**The metal 4 layer**

(6 px per um)
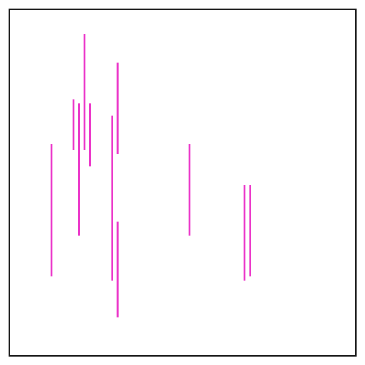
**Selected gate families**

(6 px per um)
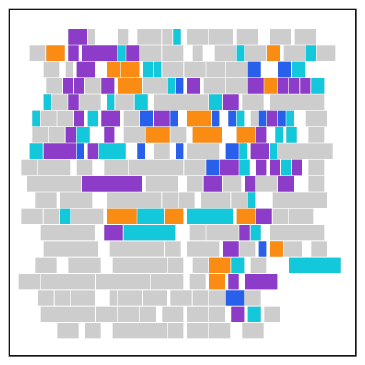
**Pin placement**

(6 px per um) Pins as bars across the die edge, other pins in gray.
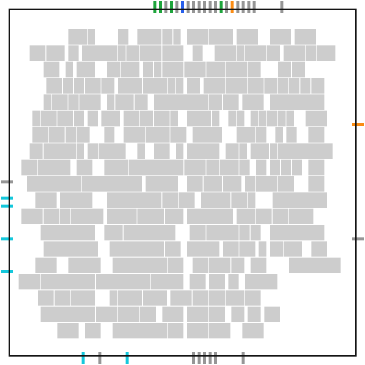
**Clock nets**

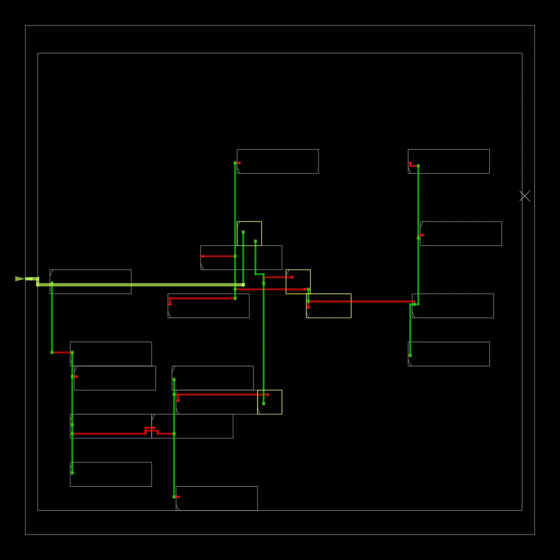
**Metal layers overlaid**

(4 px per um) Only two layers are drawn.
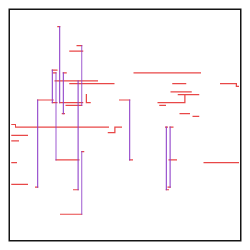
==> config.mk <==
export PLATFORM = sky130hd
export DESIGN_NAME = controle_multiciclo
export DESIGN_NICKNAME = d
export VERILOG_FILES = /design/src/rtl/controle_multiciclo_pkg.sv /design/src/rtl/ula_controle.sv /design/src/rtl/controle_multiciclo.sv
export SDC_FILE = /design/constraint.sdc
export NUM_CORES = 1
export LEC_CHECK = 0
export CAP_MARGIN = 20
export CORE_UTILIZATION = 44
export DETAILED_ROUTE_END_ITERATION = 7
export PLACE_DENSITY = 0.76
export SETUP_SLACK_MARGIN = 0.4
export SLEW_MARGIN = 20
export SYNTH_ARGS = -nofsm -noshare
export SYNTH_HDL_FRONTEND = slang
export SYNTH_HIERARCHICAL = 1
export SYNTH_SLANG_ARGS = --single-unit
==> constraint.sdc <==
create_clock -name clk -period 3.4 [get_ports clk]
set_clock_uncertainty 0.2 [all_clocks]
set_input_delay 0.51 -clock clk [delete_from_list [all_inputs] [get_ports clk]]
set_output_delay 0.51 -clock clk [all_outputs]
set_load 0.01 [all_outputs]
==> CHANGELOG.md <==
### Implementation results

* Status: finished, violations left
* Failing checks: DRC, setup timing
* Final worst path period need at approximately 3.7 ns
* VDD IR-drop max at 0.000587 V
* Drt pass-1 iters at 6
* Reg2reg setup slack at between 0.3 and 0.4 ns
* Root Buffer: clkbuf_4
* Gate power share at 77.4%
* Placed insts at ~250
* Count of tool warnings at 29
* Top cell category: combinational gates
* Grt met3 use at under 10%
* Basic Gates by Area at 29.1%
* Area fraction in mux cells at 11.4%
* Multi-input gates at roughly 130
* DP Area at roughly 2000 um2
* Share of layout cells above drive strength 1 at between 30% and 40%
* Int Pwr at ~0.0011 W
* Worst hold stages at 1
* Worst path slowest cell: dfrtp_1
* Hold-fix buffers, CTS at 0
* Clk network pwr share at approximately 6%
* Register area at 400 um2
* Post-CTS resize count at just under 50
* Core area at 2830 um2
* DRT met1 WL at 1680 um
* Non-Clock Buffer Count at roughly 73
* Design area at about 2200 um2
* Critical Path Max Stage Delay at 0.43 ns
* Buffer count from post-CTS setup fixing at 5
* Total chip power at 0.00206 W
* N_diodes at 0
* Layout net count at around 240
* GR Overflow Total at 0
* Met2 wire len at 2320 um
* First-pass GRT wire length at 7520 um
* Most frequent CP cell: buf_6
* Seq share, synth at 29.5%
* RSZ-0062 raised after global routing: true
* IO Pins at 36
* Met3 wire len at about 160 um
* Logic area at roughly 1000 um2
* Pwr dens at ~960 nW/um2
* Clock Power at approximately 0.00013 W
* Fillers at 185
* # clk buffers at 4
* Setup TNS at -1.43 ns
* Pre-CTS WS at -0.436 ns
* First DRT Iteration DRCs at slightly above 80
* DRC Markers at 1
* Busiest grt layer: met2
* Kind of critical path: register to output pin
* Synth cell types at approximately 53
* Seq pwr at around 0.00034 W
* Synth top cells by count: 16 x dfrtp_1, 15 x a21oi_1, 15 x nor2_1
* Seq/total area at 18.6%
* H-tree levels at 1
* Worst hold path type: register to register
* Yosys stat cell total at 161
* Worst-path clk slew at around 0.10 ns
* Worst slew margin at 59.0%
* Detailed Place HPWL at roughly 3000 um
* Area leader, netlist: dfrtp_1
* Least-Margin Pin Slew at 0.615 ns
* Area share, top type at a little under 30%
* XOR/XNOR Area Share at 1.29%
* Pin count of the biggest net entering global routing at 21
* Top Layout Cells: 36 x buf_4, 28 x clkdlybuf4s50_1, 16 x dfrtp_1
* Flip-flops with a built-in enable at 0
* WP data arrival at approximately 3 ns
* Net switching power at between 0.0009 and 0.001 W
* Flops after synth at 16
* Yosys aoi share at 23.2%
* CTS tree: built
* Global-route met2 utilization at about half
* Leak pwr at between 0.9 and 1 nW
* Floorplan utilization at 47.9%
* Reg2Reg Depth at 12
* Placer Congestion at 0.862
* Vias/cell at 6.04
* CP required at 2.69 ns
* Setup WS post-layout at -0.300 ns
* Critical path startpoint category: register
* Final core utilization at 76.1%
* Cells after synthesis at between 150 and 200
* Num CTS Buffers at 3
* Sw Share at around 45%
* Remaining antenna violation count at 0
* YS chip area at about 1400 um2
* Sequential share of power at 16.5%
* Nonclk inv count at 4
* N_taps at 31
* Hold Worst Slack at roughly 0.36 ns
* Setup violators final at 6
* Clock buf/inv share at roughly 1.7%
* Synth warn at 6
-- 'the metal 4 layer' (at the start) --
share of all routed wire: 4.2%
wire length on this layer: 184 um
nets with wire on the layer: 11
longest straight run: 27.2 um
main direction: vertical
Routed WL: 4350 um
vias: 1,559

-- 'selected gate families' (at the start) --
[purple] aoi and oai cells | cells: 40 | most used: a21oi_1
[orange] and/or cells | cells: 16 | most used: and3_1
[blue] nand cells | cells: 16 | most used: nand2_1
[cyan] nor cells | cells: 35 | most used: nor2_1
Final Instance Count excl. Fillers: 258
most numerous logic cell after layout: buf_4
fraction of area in multi-input gates: 47.9%

-- 'pin placement' (at the start) --
[orange] alu_src_b | pins: 2 | direction: output | edge: 1 north, 1 east
[green] alu_control | pins: 4 | direction: output | edge: north
[cyan] funct | pins: 6 | direction: input | edge: 4 west, 2 south
[blue] i_or_d | pins: 1 | direction: output | edge: north
all pins by edge: 20 north, 9 south, 5 west, 2 east
buffers added on ports: 35
die width: 57.5 um
die height: 57.5 um

-- 'clock nets' (at the start) --
clk ins delay skew pair: 0.28 ns
number of sequential cells: 16

-- 'metal layers overlaid' (at the start) --
[purple] M4 | wire length: 184 um
[red] M3 | wire length: 163 um
Total GRT Usage: 29.1%
routed len/inst: 16.8 um

No activity file was given, so power comes from the tool's default toggle rates.
